run_1/wire_density.png
Scale: 3 px per µm. 18 x 18 tiles, from dark purple (low) to yellow (high), scaled to the fullest tile. Values are wire area over tile area, all layers added.
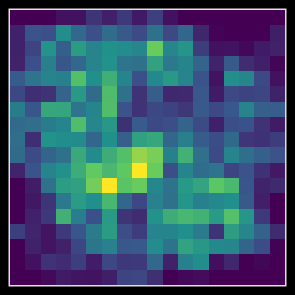
run_1/gate_families.png
Scale: 4 px per µm.
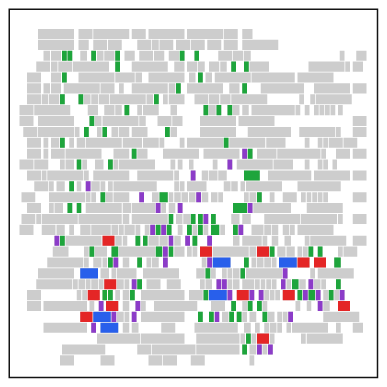
run_1/final_placement.png
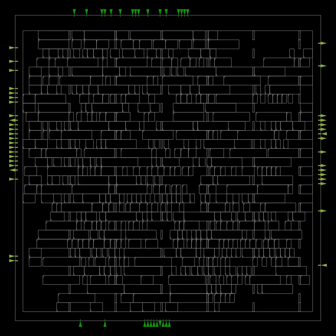
[config.mk]
export PLATFORM = sky130hd
export DESIGN_NAME = qspi_cmd_master
export DESIGN_NICKNAME = d
export VERILOG_FILES = /design/src/rtl/qspi_pkg.sv /design/src/rtl/qspi_sclk_gen.sv /design/src/rtl/qspi_cmd_master.sv
export SDC_FILE = /design/constraint.sdc
export NUM_CORES = 1
export LEC_CHECK = 0
export ABC_AREA = 1
export CAP_MARGIN = 15
export CORE_MARGIN = 2
export CORE_UTILIZATION = 54
export CTS_CLUSTER_SIZE = 40
export DETAILED_ROUTE_END_ITERATION = 10
export GPL_TIMING_DRIVEN = 0
export PLACE_DENSITY = 0.87
export SLEW_MARGIN = 10
export SYNTH_ARGS = -nofsm -noshare
export SYNTH_HDL_FRONTEND = slang
export SYNTH_SLANG_ARGS = --single-unit
[constraint.sdc]
create_clock -name clk -period 3 [get_ports clk]
set_clock_uncertainty 0.05 [all_clocks]
set_input_delay 0.6 -clock clk [delete_from_list [all_inputs] [get_ports clk]]
set_output_delay 0.6 -clock clk [all_outputs]
set_load 0.02 [all_outputs]
[src/rtl/qspi_pkg.sv]
// -----------------------------------------------------------------------------
// qspi_pkg
// Shared definitions for the single-lane QSPI command master: FSM state
// encoding, common flash opcodes, the expected manufacturer ID and the address
// width. Also holds the helper that picks the phase following the header.
// -----------------------------------------------------------------------------
package qspi_pkg;

   typedef enum logic [2:0] {
      ST_IDLE    = 3'd0,
      ST_CMD     = 3'd1,
      ST_ADDR    = 3'd2,
      ST_DUMMY   = 3'd3,
      ST_READ    = 3'd4,
      ST_HOLD    = 3'd5,
      ST_CS_IDLE = 3'd6
   } state_t;

   localparam logic [7:0] OP_RDID = 8'h9F;
   localparam logic [7:0] OP_READ = 8'h03;
   localparam logic [7:0] OP_WREN = 8'h06;
   localparam logic [7:0] OP_RDSR = 8'h05;

   localparam logic [7:0] MFR_ID  = 8'hC2;

   localparam int ADDR_BITS = 24;

   // Phase that follows the opcode/address header: dummy clocks first if any,
   // then the read phase if any bytes are requested, otherwise straight to hold.
   function automatic state_t phase_after_hdr(input logic dummy_nz, input logic read_nz);
      state_t nxt;
      if (dummy_nz)
         nxt = ST_DUMMY;
      else if (read_nz)
         nxt = ST_READ;
      else
         nxt = ST_HOLD;
      return nxt;
   endfunction

endpackage

[src/rtl/qspi_sclk_gen.sv]
// -----------------------------------------------------------------------------
// qspi_sclk_gen
// Serial clock divider. Each sclk half lasts CLK_DIV clk cycles, low half first.
// While disabled the divider is parked with sclk low and the half counter clear,
// so the first enabled cycle is the first clk of a low half.
//
// Ports:
//   clk           in   system clock
//   resetn        in   asynchronous active-low reset
//   i_en          in   run the divider (low = park sclk low, counter cleared)
//   i_park        in   suppress the low->high transition at the end of a low half
//   o_sclk        out  serial clock level
//   o_rise_tick   out  last clk of a low half (sclk rises next cycle)
//   o_fall_tick   out  last clk of a high half (sclk falls next cycle)
//   o_sample_tick out  last clk of a high half, used to capture io1
// -----------------------------------------------------------------------------
module qspi_sclk_gen #(
   parameter int CLK_DIV = 2
) (
   input  logic clk,
   input  logic resetn,
   input  logic i_en,
   input  logic i_park,
   output logic o_sclk,
   output logic o_rise_tick,
   output logic o_fall_tick,
   output logic o_sample_tick
);

   localparam int CW = (CLK_DIV > 1) ? $clog2(CLK_DIV) : 1;

   if (CLK_DIV < 1) begin : g_bad_div
      $error("qspi_sclk_gen: CLK_DIV must be >= 1");
   end

   logic [CW-1:0] r_cnt;
   logic          r_sclk;
   logic          w_last;

   assign w_last = (r_cnt == CW'(CLK_DIV - 1));

   always_ff @(posedge clk or negedge resetn) begin
      if (!resetn) begin
         r_cnt  <= '0;
         r_sclk <= 1'b0;
      end else if (!i_en) begin
         r_cnt  <= '0;
         r_sclk <= 1'b0;
      end else if (w_last) begin
         r_cnt <= '0;
         // A parked low half wraps without rising, keeping sclk low through hold.
         if (r_sclk || !i_park)
            r_sclk <= ~r_sclk;
      end else begin
         r_cnt <= r_cnt + CW'(1);
      end
   end

   assign o_sclk        = r_sclk;
   assign o_rise_tick   = i_en & w_last & ~r_sclk;
   assign o_fall_tick   = i_en & w_last & r_sclk;
   assign o_sample_tick = i_en & w_last & r_sclk;

endmodule

[src/rtl/qspi_cmd_master.sv]
// -----------------------------------------------------------------------------
// qspi_cmd_master
// SPI mode-0 single-lane command engine. Runs one transaction at a time:
// 8-bit opcode, optional 24-bit address, optional dummy clocks and an optional
// read of rd_len bytes, all MSB-first. io0 carries opcode/address and changes
// only while sclk is low; io1 is captured in the last clk of each sclk-high half.
//
// Ports:
//   clk, resetn           system clock, asynchronous active-low reset
//   start                 request; taken only while busy=0
//   cmd, addr_en, addr    opcode, address-phase enable, address
//   dummy_cycles, rd_len  dummy sclk count (0..15), bytes to read (0 = none)
//   busy, done            transaction active, one-cycle completion pulse
//   rd_data, rd_valid     last received byte, one-cycle pulse per byte
//   qspi_sclk, qspi_cs_n  serial clock (idle low), chip select (idle high)
//   qspi_io0_o/_oe        io0 drive value and enable
//   qspi_io1_i            io1 data from the flash
//   qspi_io2_o/io3_o      WP# / HOLD#, tied high
// -----------------------------------------------------------------------------
module qspi_cmd_master
   import qspi_pkg::*;
#(
   parameter int CLK_DIV = 2,
   parameter int LEN_W   = 8
) (
   input  logic             clk,
   input  logic             resetn,
   input  logic             start,
   input  logic [7:0]       cmd,
   input  logic             addr_en,
   input  logic [23:0]      addr,
   input  logic [3:0]       dummy_cycles,
   input  logic [LEN_W-1:0] rd_len,
   output logic             busy,
   output logic             done,
   output logic [7:0]       rd_data,
   output logic             rd_valid,
   output logic             qspi_sclk,
   output logic             qspi_cs_n,
   output logic             qspi_io0_o,
   output logic             qspi_io0_oe,
   input  logic             qspi_io1_i,
   output logic             qspi_io2_o,
   output logic             qspi_io3_o
);

   localparam int CW = (CLK_DIV > 1) ? $clog2(CLK_DIV) : 1;

   state_t           r_state;
   logic             r_cs_n;
   logic             r_oe;
   logic [31:0]      r_sh;
   logic [4:0]       r_bit_cnt;
   logic [LEN_W-1:0] r_byte_cnt;
   logic [CW-1:0]    r_cs_cnt;
   logic [7:0]       r_rd_data;
   logic             r_rd_valid;
   logic             r_done;

   // Transaction descriptor captured at acceptance; no reset needed.
   logic             r_addr_en;
   logic [3:0]       r_dummy;
   logic [LEN_W-1:0] r_rd_len;
   logic [6:0]       r_rx;

   logic             w_gen_en;
   logic             w_park;
   logic             w_sclk;
   logic             w_rise;
   logic             w_fall;
   logic             w_sample;
   logic             w_accept;
   logic             w_rd_nz;
   state_t           w_after_hdr;

   assign w_gen_en    = (r_state != ST_IDLE) && (r_state != ST_CS_IDLE);
   assign w_park      = (r_state == ST_HOLD);
   assign w_accept    = (r_state == ST_IDLE) && start;
   assign w_rd_nz     = (r_rd_len != '0);
   assign w_after_hdr = phase_after_hdr(r_dummy != 4'd0, w_rd_nz);

   qspi_sclk_gen #(
      .CLK_DIV (CLK_DIV)
   ) u_sclk_gen (
      .clk           (clk),
      .resetn        (resetn),
      .i_en          (w_gen_en),
      .i_park        (w_park),
      .o_sclk        (w_sclk),
      .o_rise_tick   (w_rise),
      .o_fall_tick   (w_fall),
      .o_sample_tick (w_sample)
   );

   always_ff @(posedge clk) begin
      if (w_accept) begin
         r_addr_en <= addr_en;
         r_dummy   <= dummy_cycles;
         r_rd_len  <= rd_len;
      end
      if (w_sample && (r_state == ST_READ))
         r_rx <= {r_rx[5:0], qspi_io1_i};
   end

   always_ff @(posedge clk or negedge resetn) begin
      if (!resetn) begin
         r_state    <= ST_IDLE;
         r_cs_n     <= 1'b1;
         r_oe       <= 1'b0;
         r_sh       <= '0;
         r_bit_cnt  <= '0;
         r_byte_cnt <= '0;
         r_cs_cnt   <= '0;
         r_rd_data  <= '0;
         r_rd_valid <= 1'b0;
         r_done     <= 1'b0;
      end else begin
         r_done     <= 1'b0;
         r_rd_valid <= 1'b0;
         case (r_state)
            ST_IDLE: begin
               if (start) begin
                  // io0 presents cmd[7] from the very first low half.
                  r_sh       <= {cmd, (addr_en ? addr : 24'h0)};
                  r_oe       <= 1'b1;
                  r_cs_n     <= 1'b0;
                  r_bit_cnt  <= '0;
                  r_byte_cnt <= '0;
                  r_state    <= ST_CMD;
               end
            end
            ST_CMD: begin
               if (w_fall) begin
                  r_sh <= {r_sh[30:0], 1'b0};
                  if (r_bit_cnt == 5'd7) begin
                     r_bit_cnt <= '0;
                     if (r_addr_en) begin
                        r_state <= ST_ADDR;
                     end else begin
                        r_state <= w_after_hdr;
                        r_oe    <= 1'b0;
                     end
                  end else begin
                     r_bit_cnt <= r_bit_cnt + 5'd1;
                  end
               end
            end
            ST_ADDR: begin
               if (w_fall) begin
                  r_sh <= {r_sh[30:0], 1'b0};
                  if (r_bit_cnt == 5'(ADDR_BITS - 1)) begin
                     r_bit_cnt <= '0;
                     r_state   <= w_after_hdr;
                     r_oe      <= 1'b0;
                  end else begin
                     r_bit_cnt <= r_bit_cnt + 5'd1;
                  end
               end
            end
            ST_DUMMY: begin
               if (w_fall) begin
                  if (r_bit_cnt[3:0] == (r_dummy - 4'd1)) begin
                     r_bit_cnt <= '0;
                     r_state   <= phase_after_hdr(1'b0, w_rd_nz);
                  end else begin
                     r_bit_cnt <= r_bit_cnt + 5'd1;
                  end
               end
            end
            ST_READ: begin
               if (w_sample) begin
                  if (r_bit_cnt == 5'd7) begin
                     r_rd_data  <= {r_rx, qspi_io1_i};
                     r_rd_valid <= 1'b1;
                     r_bit_cnt  <= '0;
                     if (r_byte_cnt == (r_rd_len - LEN_W'(1)))
                        r_state <= ST_HOLD;
                     else
                        r_byte_cnt <= r_byte_cnt + LEN_W'(1);
                  end else begin
                     r_bit_cnt <= r_bit_cnt + 5'd1;
                  end
               end
            end
            ST_HOLD: begin
               // One parked low half with cs_n still asserted.
               if (w_rise) begin
                  r_state  <= ST_CS_IDLE;
                  r_cs_n   <= 1'b1;
                  r_cs_cnt <= '0;
               end
            end
            ST_CS_IDLE: begin
               if (r_cs_cnt == CW'(CLK_DIV - 1)) begin
                  r_state <= ST_IDLE;
                  r_done  <= 1'b1;
               end else begin
                  r_cs_cnt <= r_cs_cnt + CW'(1);
               end
            end
            default: r_state <= ST_IDLE;
         endcase
      end
   end

   assign busy        = (r_state != ST_IDLE);
   assign done        = r_done;
   assign rd_data     = r_rd_data;
   assign rd_valid    = r_rd_valid;
   assign qspi_sclk   = w_sclk;
   assign qspi_cs_n   = r_cs_n;
   assign qspi_io0_o  = r_sh[31];
   assign qspi_io0_oe = r_oe;
   assign qspi_io2_o  = 1'b1;
   assign qspi_io3_o  = 1'b1;

endmodule

==> flow_metrics.py, run 1 <==
# Metrics from the implementation run
metrics = {
    "synth": {
        "top_area_cell": "dfrtp_1",
        "ys_async_sr_fraction_pct": 75.9,
        "ys.flops": 83,
        "yosysChipArea_um2": 4150,
        "synth.avg_cell_area_um2": 8.49,
        "flop_cell": "dfrtp_1",
        "yosys_warnings": 0,
        "edf_count": 20,
        "yosys.area.top_type_share_pct": 37.4,
        "area_leaders": "dfrtp_1, edfxtp_1, nand2_1",
        "synth.distinct_cells": 31,
        "ys_seq_share_pct": 52.5,
        "netlist_area_um2": 4150,
        "postSynthCellCount": 489,
        "ys_cells": 489,
    },
    "pwr": {
        "power.total_uw": 4290,
        "power.density_nw_per_um2": 837,
        "power_switching_uw": 1670,
        "p_sw_share_pct": 39.0,
        "p_seq_share_pct": 39.6,
        "total_leakage_power_uw": 0.00231,
        "p_int_uw": 2610,
        "ir_drop_mv": 0.479,
        "clkPwrFrac_pct": 19.0,
        "power_frac_comb_pct": 41.4,
    },
    "clock_network": {
        "cts_setup_buffers": 0,
        "clock-sinks": 83,
        "cts_max_level": 3,
        "cts_buffers": 9,
        "clk_path_buf_depth": 2,
        "cts_hold_buf": 0,
        "cts_tree": "built",
        "clk_pin_slew_ns": 0.09,
        "cts_resized": 0,
        "root_buffer": "clkbuf_8",
        "insertion_delay_ns": 0.35,
    },
    "run": {
        "maxCapViolCount": 0,
        "warning_count": 28,
    },
    "final_layout": {
        "area_growth_pct": 23.4,
        "drive_above_1_share_pct": 8.25,
        "layout.cells.most_common": "nand2_1",
        "design_area_um2": 5120,
        "final_layout_top_logic_cells": "nand2_1, nor2_1, dfrtp_1, clkdlybuf4s50_1, inv_1",
        "final_nets": 620,
        "antennaDiodeCount": 0,
    },
    "setup_path": {
        "r2r_setup_slack_ns": 0.70,
        "worstRegToRegCells": 8,
        "crit_end": "busy",
        "start_kind": "flip-flop",
        "cp_max_fo": 5,
        "r2r-start": "r_state[0]$_DFFE_PN0P_",
        "critPathKind": "flip-flop to output pin",
        "rr_endpoint": "r_sh[27]$_DFFE_PN0P_",
        "cp.required_ns": 2.35,
        "cp-end-kind": "output pin",
        "worstPathArrival_ns": 1.80,
        "crit_start": "r_state[0]$_DFFE_PN0P_",
    },
    "global_route": {
        "grt_start_max_net_pins": 64,
        "grt.overflow.total": 0,
        "grt_pass1_vias": 3230,
        "antenna_found_initial": 0,
        "grt_pass1_wl_mm": 14.8,
        "grtUsageTotal_pct": 21.9,
    },
    "detailed_routing": {
        "dr.pass1.iters": 5,
        "drt-wirelength-per-cell_um": 13.1,
        "first_iter_violations": 277,
        "vias": 3559,
        "finalWirelength_mm": 8.78,
        "route.detailed.drc": 0,
        "via_per_inst": 5.32,
        "final_antenna_net_count": 0,
    },
    "timing": {
        "slew_headroom_pct": 47.4,
        "setup_violations": 0,
        "max_freq_mhz": 409,
        "tightest_slew_ns": 0.789,
        "grt_setup_unrepaired": "false",
        "hold_viol": 0,
        "min_period_ns": 2.45,
        "finalMaxSlewViolations": 0,
        "fin_crit_sh_pct": 81.6,
    },
    "floorplanning": {
        "fp.dieW_um": 91.7,
        "ios": 66,
        "fp.dieH_um": 91.7,
        "initial_core_util_pct": 56.6,
        "dieArea_um2": 8410,
    },
    "status": {
        "outcome": "completed",
    },
    "place": {
        "io_buffers": 63,
        "place_congestion": 0.949,
        "dpl_cell_area_um2": 4910,
        "dp_hpwl_mm": 6.29,
    },
    "hold_path": {
        "hp-class": "input port to asynchronous set/reset pin",
    },
}
Back to the opening pictures, wire_density.png:
- nearly empty tiles: 11%
- emptiest ninth of the die: top right
- densest ninth of the die: middle
- mean over tiles: 0.17
- tiles over half the peak: 18%

Back to the opening pictures, gate_families.png:
- purple: inverters (cells 43)
- green: NOR gates (cells 85)
- red: XOR/XNOR gates (cells 13)
- blue: adder and majority cells (cells 6)

Back to the opening pictures, final_placement.png:
area of the core: 7330 µm²
Seq cells: 83
# rows: 31
FILL cells: 536

-- run 1: sequential cells by signal (all words and copies together) (netlist names) --
register / cells
rd_data: 8
r_bit_cnt: 5
r_byte_cnt: 8
r_cs_cnt: 1
r_rd_len: 8
u_sclk_gen.o_sclk: 1
r_dummy: 4
r_sh: 32
u_sclk_gen.r_cnt: 1
done: 1
rd_valid: 1
r_state: 3
qspi_cs_n: 1
r_addr_en: 1
qspi_io0_oe: 1
r_rx: 7
-- run 1: worst min path at each step --
stage,end,slack [ns],cells past startpoint
2_1_floorplan,done$_DFF_PN0_,0.25,0
3_3_place_gp,rd_data[7]$_DFFE_PN0P_,0.38,2
3_5_place_dp,u_sclk_gen.r_cnt$_DFF_PN0_,0.39,1
4_1_cts,r_byte_cnt[2]$_DFFE_PN0P_,0.30,1
5_1_grt,r_byte_cnt[2]$_DFFE_PN0P_,0.34,1
6_report,r_byte_cnt[2]$_DFFE_PN0P_,0.26,1
-- run 1: power groups by stage --
stage | Clock, µW | Sequential, µW | Combinational [µW]
finish | 812 | 1700 | 1780
global route | 884 | 1740 | 1990
CTS | 829 | 1700 | 1770
detailed placement | 0 | 1710 | 1760
global placement | 0 | 1700 | 1690
floorplan | 0 | 1690 | 1290
-- run 1: layout make-up --
| cell class | count | area [µm²] |
|---|---|---|
| plain buffers | 16 | 118 |
| flip-flops and latches | 83 | 2180 |
| well taps | 99 | 124 |
| multi-input cells | 348 | 1700 |
| clock buffers | 11 | 141 |
| repair buffers | 64 | 639 |
| fillers | 536 | 2210 |
| inverters | 43 | 161 |
| clock inverters | 5 | 61.3 |
-- run 1: synth_stat cells (2+ instances only) --
library cell	number
buf_6	6
buf_2	4
a31oi_1	8
dfrtp_1	62
inv_1	36
o21ai_0	14
nand2_1	125
edfxtp_1	20
xor2_1	9
a22oi_1	23
nor3_1	5
nor2_2	2
clkbuf_1	4
nand3_1	27
inv_2	7
nand4_1	6
nor2_1	76
ha_1	6
nand2_2	4
buf_4	2
a21oi_1	29
xnor2_1	4
o211ai_1	2
-- run 1: routing by layer --
layer	track usage, %	wire [µm]	up-vias
met5	0	0	-
met4	8.71	106	0
met3	3.78	473	11
met2	35.9	4300	108
met1	29.0	3900	1682
li1	-	-	1758
-- run 1: metrics by stage --
step	utilization [%]	setup WS (ns)	hold slack [ns]	cells	TNS [ns]
after global routing	69.9	0.429	0.335	669	0
after global placement	67.0	-0.722	0.376	652	-49.32
after floorplan	-	0.634	0.254	490	0
final	69.9	0.552	0.258	669	0
after detailed placement	66.9	-0.198	0.387	652	-5.54
after CTS	69.7	0.0755	0.302	668	0
-- run 1: kinds of logic after synthesis --
group                      Yosys count  synth area share (%)
and+or+nand+nor                    249                  24.7
DFF                                 83                  52.5
AOI/OAI and AO/OA                   78                  11.5
buffers and inverters               59                  6.72
xor gates and xnor gates            13                  2.74
adders and majority gates            6                  1.81
other                                1                0.0903
-- run 1: worst max-delay path, cell delays in order, from the launching register on --
cell	delay (ns)
dfrtp_1	0.44
nor2_1	0.20
nand2_1	0.21
clkdlybuf4s50_1	0.59
run_1/metal_stack.png
Scale: 4 px per µm. Only two layers are drawn.
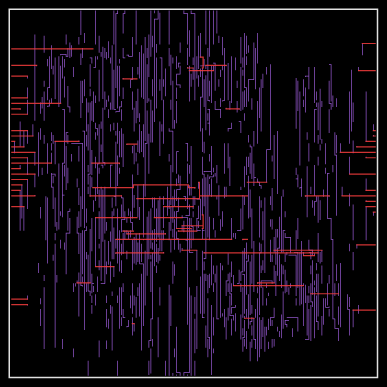

==> run 1 -> run 2 <==
--- a/config.mk
+++ b/config.mk
@@ -8,11 +8,11 @@
 export ABC_AREA = 1
 export CAP_MARGIN = 15
 export CORE_MARGIN = 2
-export CORE_UTILIZATION = 54
+export CORE_UTILIZATION = 49
 export CTS_CLUSTER_SIZE = 40
 export DETAILED_ROUTE_END_ITERATION = 10
 export GPL_TIMING_DRIVEN = 0
-export PLACE_DENSITY = 0.87
+export PLACE_DENSITY = 0.84
 export SLEW_MARGIN = 10
 export SYNTH_ARGS = -nofsm -noshare
 export SYNTH_HDL_FRONTEND = slang
==> constraint.sdc (replaced) <==
create_clock -name clk -period 2 [get_ports clk]
set_clock_uncertainty 0.05 [all_clocks]
set_input_delay 0.4 -clock clk [delete_from_list [all_inputs] [get_ports clk]]
set_output_delay 0.4 -clock clk [all_outputs]
set_load 0.02 [all_outputs]
run_2/metal_stack.png
Scale: 4 px per µm. Only two layers are drawn.
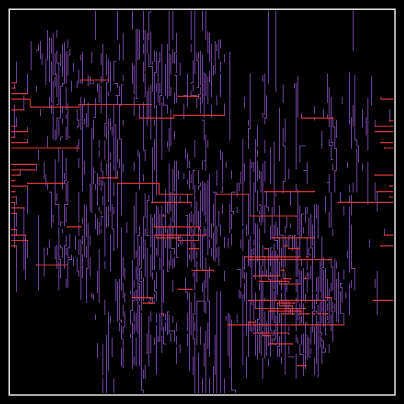
- red: met3 (wire length 520 µm)
- purple: met2 (wire length 4760 µm)

==> run 2 against run 1 <==
Compared with the run above: sequential power rose by 51%; worst hold slack got worse by 0.21 ns; critical path type is now flip-flop to flip-flop; cell area rose by 5.5%; global-route usage fell by 1.1 points; total power rose by 57%; register-to-register slack got worse by 0.66 ns; synthesized area did not move; synthesized cell count did not move; count of clock-buffer cells in the layout did not move.
==> flow_metrics.py, run 2 <==
# Metrics from the implementation run
metrics = {
    "status": {
        "outcome": "completed",
    },
    "pwr": {
        "ir_drop_mv": 0.666,
        "total_leakage_power_uw": 0.00241,
        "power.total_uw": 6750,
        "power.density_nw_per_um2": 1250,
    },
    "clock_network": {
        "cts_tree": "built",
        "insertion_delay_ns": 0.36,
        "cts_buffers": 9,
        "root_buffer": "clkbuf_8",
        "clock-sinks": 83,
        "clk_path_buf_depth": 2,
        "clk_pin_slew_ns": 0.10,
        "cts_max_level": 3,
    },
    "detailed_routing": {
        "final_antenna_net_count": 0,
        "via_per_inst": 5.40,
        "drt-wirelength-per-cell_um": 13.7,
        "route.detailed.drc": 0,
        "finalWirelength_mm": 9.48,
        "first_iter_violations": 277,
        "dr.pass1.iters": 5,
        "vias": 3732,
    },
    "timing": {
        "finalMaxSlewViolations": 0,
        "fin_crit_sh_pct": 98.1,
        "holdWs_ns": 0.0528,
        "setup_violations": 0,
        "tightest_slew_ns": 0.793,
        "slew_headroom_pct": 47.2,
        "hold_viol": 0,
        "finalSetupTns_ns": 0,
        "min_period_ns": 1.96,
        "max_freq_mhz": 510,
        "fin_ws_ns": 0.0388,
    },
    "place": {
        "place_congestion": 0.916,
        "dp_hpwl_mm": 6.34,
        "dpl_worst_slack_ns": -0.316,
        "io_buffers": 63,
    },
    "floorplanning": {
        "fp.dieH_um": 96.0,
        "initial_core_util_pct": 50.5,
        "fp.dieW_um": 96.0,
        "coreArea_um2": 8220,
        "ios": 66,
        "rows": 33,
        "dieArea_um2": 9220,
    },
    "synth": {
        "ys_cells": 489,
        "ys_async_sr_fraction_pct": 75.9,
        "ys_seq_share_pct": 52.5,
        "postSynthCellCount": 489,
        "netlist_area_um2": 4150,
        "ys.flops": 83,
        "area_leaders": "dfrtp_1, edfxtp_1, nand2_1",
        "edf_count": 20,
        "yosys.area.top_type_share_pct": 37.4,
        "yosys_warnings": 0,
        "yosysChipArea_um2": 4150,
        "top_cell": "nand2_1",
        "top_area_cell": "dfrtp_1",
        "synth.distinct_cells": 31,
        "flop_cell": "dfrtp_1",
        "synthTopCellsByCount": "nand2_1, nor2_1, dfrtp_1",
        "synth.avg_cell_area_um2": 8.49,
    },
    "setup_path": {
        "worstPathCellList": "inv_2 > ha_4 > inv_1 > nand2_1 > nand2_1 > nand2_1 > nor2_1 > nand3_1 > nor2_2 > nand2_2 > nand2_4 > buf_6 > nand3_1 > o21ai_1",
        "cp.buffers_inverters": 3,
        "crit_slowest_cell": "edfxtp_1",
        "critPathKind": "flip-flop to flip-flop",
        "cp-end-kind": "flip-flop",
        "crit_family": "simple AND/OR/NAND/NOR gates",
        "critical-path-max-stage-delay_ns": 0.41,
        "start_kind": "flip-flop",
        "worstPathArrival_ns": 2.20,
        "cp_max_fo": 4,
        "cp.required_ns": 2.24,
        "crit_path_frequent_cell": "nand2_1",
    },
    "final_layout": {
        "regMostFlops": "r_sh",
        "area_growth_pct": 30.1,
        "largest_register_ffs": 32,
        "drive_above_1_share_pct": 15.0,
        "layout.cells.most_common": "nand2_1",
        "final_layout_top_logic_cells": "nand2_1, nor2_1, clkdlybuf4s50_1, dfrtp_1, inv_1",
        "fill_cells": 673,
        "final_nets": 636,
        "antennaDiodeCount": 0,
    },
    "run": {
        "warning_count": 28,
        "maxCapViolCount": 0,
    },
    "hold_path": {
        "hp-class": "input port to asynchronous set/reset pin",
    },
    "global_route": {
        "grt_pass1_wl_mm": 15.1,
        "antenna_found_initial": 0,
        "grt_pass1_vias": 3455,
        "grt.overflow.total": 0,
        "grtUsageTotal_pct": 20.8,
        "grt_start_max_net_pins": 64,
    },
}
## run 2: routing by layer
layer / part of all wire [%] / vias to the layer above / global-route usage (%)
li1: - / 1793 / -
met1: 43 / 1792 / 25.9
met2: 50 / 127 / 36.1
met3: 5.5 / 20 / 5.01
met4: 1.8 / 0 / 5.71
met5: 0 / - / 0
## run 2: worst paths after layout
path / start / end / slack [ns] / cells after the start
max: r_rd_len[0]$_DFFE_PP_ / r_byte_cnt[0]$_DFFE_PN0P_ / 0.04 / 14
min: resetn / r_byte_cnt[5]$_DFFE_PN0P_ / 0.05 / 1
max reg2reg: r_rd_len[0]$_DFFE_PP_ / r_byte_cnt[0]$_DFFE_PN0P_ / 0.04 / 14
min reg2reg: r_rx[6]$_DFFE_PP_ / rd_data[7]$_DFFE_PN0P_ / 0.38 / 2
max in group asynchronous: resetn / r_bit_cnt[0]$_DFFE_PN0P_ / 1.24 / 1
min in group clk: r_rx[6]$_DFFE_PP_ / rd_data[7]$_DFFE_PN0P_ / 0.38 / 2
## run 2: where the power goes
group / switching, µW / leakage, µW / total (µW) / internal, µW
sequential: 317 / 0.000952 / 2570 / 2250
combinational: 1740 / 0.00136 / 2930 / 1190
clock: 643 / 0.000102 / 1250 / 611
## run 2: cell type report
cell class / count / area (µm²) / area share, %
sequential: 83 / 2180 / 40.4
multi-input combinational: 349 / 1830 / 33.9
timing repair buffer: 79 / 751 / 13.9
clock buffer: 11 / 174 / 3.22
inverter: 43 / 164 / 3.03
tap: 105 / 131 / 2.43
buffer: 16 / 128 / 2.36
clock inverter: 5 / 41.3 / 0.764
## run 2: logic make-up (layout without fill, tap and decap cells)
family          Yosys count  in the layout  share of synthesized area [%]
simple gates            249            250                           24.7
compound gates           78             78                           11.5
buf+inv                  59            154                           6.72
flops                    83             83                           52.5
other cells               1              2                         0.0903
fa+ha+maj                 6              6                           1.81
xor+xnor                 13             13                           2.74
## run 2: worst reg2reg max path: cells and delay by family, from the launching register on
family                   cells  cell delay [ns]
adder cells (fa/ha/maj)      1             0.22
AND-OR/OR-AND                1             0.10
buffers and inverters        3             0.31
flip-flops                   1             0.41
AND/OR/NAND/NOR              9             0.82
## run 2: metrics by stage
stage | instances | area, µm² | utilization, %
after floorplan | 490 | 4160 | -
after global placement | 658 | 4920 | 59.9
after detailed placement | 658 | 4920 | 59.9
after CTS | 678 | 5190 | 63.2
after global routing | 691 | 5400 | 65.7
final | 691 | 5400 | 65.7
## run 2: repair_timing
| item | CTS | global route |
|---|---|---|
| gates cloned | 0 | 1 |
| pin swaps | 2 | 4 |
| endpoints found under the setup margin | 53 | 57 |
| buffers inserted | 4 | 12 |
| resized | 10 | 32 |
| hold buffers | 0 | 0 |
==> run 2 -> run 3 <==
--- a/config.mk
+++ b/config.mk
@@ -6,12 +6,13 @@
 export NUM_CORES = 1
 export LEC_CHECK = 0
 export ABC_AREA = 1
-export CAP_MARGIN = 15
+export CAP_MARGIN = 20
 export CORE_MARGIN = 2
 export CORE_UTILIZATION = 49
 export CTS_CLUSTER_SIZE = 40
 export DETAILED_ROUTE_END_ITERATION = 10
 export GPL_TIMING_DRIVEN = 0
+export HOLD_SLACK_MARGIN = 0.06
 export PLACE_DENSITY = 0.84
 export SLEW_MARGIN = 10
 export SYNTH_ARGS = -nofsm -noshare
run_3/gate_families.png
Scale: 4 px per µm.
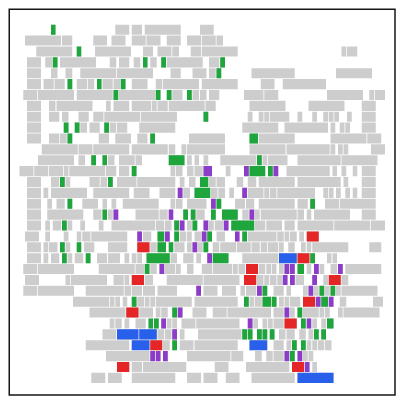
fraction of area in multi-input gates: 33.9%
Final Non-Filler Cells: 691
Top cell excl fill/tap: nand2_1

==> run 3 against run 2 <==
Compared with the run above: cell area unchanged; first-iteration DRC count unchanged; critical path type unchanged; highest routed layer unchanged; sequential power about the same; critical endpoint unchanged; routed wire length unchanged; combinational power about the same.
==> flow_metrics.py, run 3 <==
# Metrics from the implementation run
metrics = {
    "status": {
        "outcome": "completed",
    },
    "synth": {
        "yosys_warnings": 0,
        "netlist_area_um2": 4150,
        "synthTopCellsByCount": "nand2_1, nor2_1, dfrtp_1",
        "top_area_cell": "dfrtp_1",
        "ys.flops": 83,
        "postSynthCellCount": 489,
        "top_cell": "nand2_1",
        "synth.distinct_cells": 31,
        "flop_cell": "dfrtp_1",
        "yosys.area.top_type_share_pct": 37.4,
        "synth.avg_cell_area_um2": 8.49,
        "yosysChipArea_um2": 4150,
        "edf_count": 20,
        "ys_async_sr_fraction_pct": 75.9,
        "area_leaders": "dfrtp_1, edfxtp_1, nand2_1",
        "ys_seq_share_pct": 52.5,
        "ys_cells": 489,
    },
    "final_layout": {
        "final_layout_top_logic_cells": "nand2_1, nor2_1, clkdlybuf4s50_1, dfrtp_1, inv_1",
        "area_growth_pct": 30.1,
        "fin_util_pct": 65.7,
        "antennaDiodeCount": 0,
        "largest_register_ffs": 32,
        "drive_above_1_share_pct": 15.0,
        "regMostFlops": "r_sh",
        "final_nets": 636,
        "design_area_um2": 5400,
    },
    "detailed_routing": {
        "drt-wirelength-per-cell_um": 13.7,
        "vias": 3732,
        "dr.pass1.iters": 5,
        "first_iter_violations": 277,
        "route.detailed.drc": 0,
        "final_antenna_net_count": 0,
        "via_per_inst": 5.40,
        "finalWirelength_mm": 9.48,
    },
    "floorplanning": {
        "fp.dieH_um": 96.0,
        "initial_core_util_pct": 50.5,
        "rows": 33,
        "ios": 66,
        "fp.dieW_um": 96.0,
        "dieArea_um2": 9220,
        "coreArea_um2": 8220,
    },
    "setup_path": {
        "cp_max_fo": 4,
        "cp.required_ns": 2.24,
        "start_kind": "flip-flop",
        "critPathKind": "flip-flop to flip-flop",
        "cp-end-kind": "flip-flop",
        "worstPathArrival_ns": 2.20,
    },
    "timing": {
        "min_period_ns": 1.96,
        "finalSetupTns_ns": 0,
        "fin_crit_sh_pct": 98.1,
        "hold_viol": 0,
        "setup_violations": 0,
        "max_freq_mhz": 510,
        "fin_ws_ns": 0.0388,
        "tightest_slew_ns": 0.793,
        "finalMaxSlewViolations": 0,
        "slew_headroom_pct": 47.2,
        "holdWs_ns": 0.0528,
    },
    "place": {
        "dp_hpwl_mm": 6.34,
        "place_congestion": 0.916,
        "dpl_worst_slack_ns": -0.316,
        "dpl_cell_area_um2": 4920,
        "io_buffers": 63,
    },
    "global_route": {
        "grt_start_max_net_pins": 64,
        "grt_pass1_wl_mm": 15.1,
        "grt_pass1_vias": 3455,
        "antenna_found_initial": 0,
        "grt.overflow.total": 0,
        "grtUsageTotal_pct": 20.8,
    },
    "pwr": {
        "ir_drop_mv": 0.666,
        "total_leakage_power_uw": 0.00241,
        "power.density_nw_per_um2": 1250,
    },
    "run": {
        "warning_count": 28,
        "maxCapViolCount": 0,
    },
    "clock_network": {
        "cts_max_level": 3,
        "clk_pin_slew_ns": 0.10,
        "clk_path_buf_depth": 2,
        "insertion_delay_ns": 0.36,
        "cts_tree": "built",
        "clock-sinks": 83,
        "cts_buffers": 9,
        "root_buffer": "clkbuf_8",
    },
    "hold_path": {
        "hp-class": "input port to asynchronous set/reset pin",
    },
}
==> run 3: cell counts after synthesis <==
No cell type changed its count.
==> run 3: final cells by class <==
| class | instances | area [µm²] |
|---|---|---|
| Buffer | 16 | 128 |
| Tap cell | 105 | 131 |
| Clock buffer | 11 | 174 |
| Timing Repair Buffer | 79 | 751 |
| Multi-Input combinational cell | 349 | 1830 |
| Inverter | 43 | 164 |
| Fill cell | 673 | 2820 |
| Clock inverter | 5 | 41.3 |
| Sequential cell | 83 | 2180 |
==> run 3: kinds of logic (layout without fill, tap and decap cells) <==
group	after synthesis	in the layout	synth area share, %
AND-OR/OR-AND	78	78	11.5
adder cells (fa/ha/maj)	6	6	1.81
other	1	2	0.0903
buffers and inverters	59	154	6.72
flip-flops	83	83	52.5
AND/OR/NAND/NOR	249	250	24.7
XOR/XNOR	13	13	2.74
==> run 3: routing by layer <==
layer	wire length, µm	part of all wire (%)	global-route usage [%]	vias to the layer above
met2	4760	50	36.1	127
met4	167	1.8	5.71	0
li1	-	-	-	1793
met3	520	5.5	5.01	20
met1	4030	43	25.9	1792
met5	0	0	0	-
==> run 3: path summary, 6_finish.rpt <==
| check | cells after the start | endpoint | slack, ns | from |
|---|---|---|---|---|
| hold / removal | 1 | r_byte_cnt[5]$_DFFE_PN0P_ | 0.05 | resetn |
| hold reg to reg | 2 | rd_data[7]$_DFFE_PN0P_ | 0.38 | r_rx[6]$_DFFE_PP_ |
| setup / recovery | 14 | r_byte_cnt[0]$_DFFE_PN0P_ | 0.04 | r_rd_len[0]$_DFFE_PP_ |
| min in group clk | 2 | rd_data[7]$_DFFE_PN0P_ | 0.38 | r_rx[6]$_DFFE_PP_ |
| max in group asynchronous | 1 | r_bit_cnt[0]$_DFFE_PN0P_ | 1.24 | resetn |
| setup reg to reg | 14 | r_byte_cnt[0]$_DFFE_PN0P_ | 0.04 | r_rd_len[0]$_DFFE_PP_ |
==> run 3: metrics by stage <==
| stage | total power [µW] | instances |
|---|---|---|
| 2_1_floorplan | 4490 | 490 |
| 5_1_grt | 7250 | 691 |
| 3_5_place_dp | 5220 | 658 |
| 3_3_place_gp | 5100 | 658 |
| 6_report | 6750 | 691 |
| 4_1_cts | 6510 | 678 |
==> run 3: what timing repair did <==
item                       4_1_cts  5_1_grt
gates resized                   10       32
pin swaps                        2        4
cloned                           0        1
setup buffers                    4       12
hold buffers                     0        0
setup endpoints to repair       53       57
==> run 3: worst max-delay path, stage by stage, from the launching register on <==
cell and delay [ns]:
edfxtp_1 0.41, inv_2 0.12, ha_4 0.22, inv_1 0.06, nand2_1 0.05, nand2_1 0.06
nand2_1 0.06, nor2_1 0.10, nand3_1 0.08, nor2_2 0.16, nand2_2 0.10, nand2_4 0.15
buf_6 0.13, nand3_1 0.06, o21ai_1 0.10
==> run 3: where the power goes <==
group	switching, µW	total (µW)	internal (µW)	leakage (µW)
combinational	1740	2930	1190	0.00136
clock	643	1250	611	0.000102
sequential	317	2570	2250	0.000952
No activity file was given, so power comes from the tool's default toggle rates.
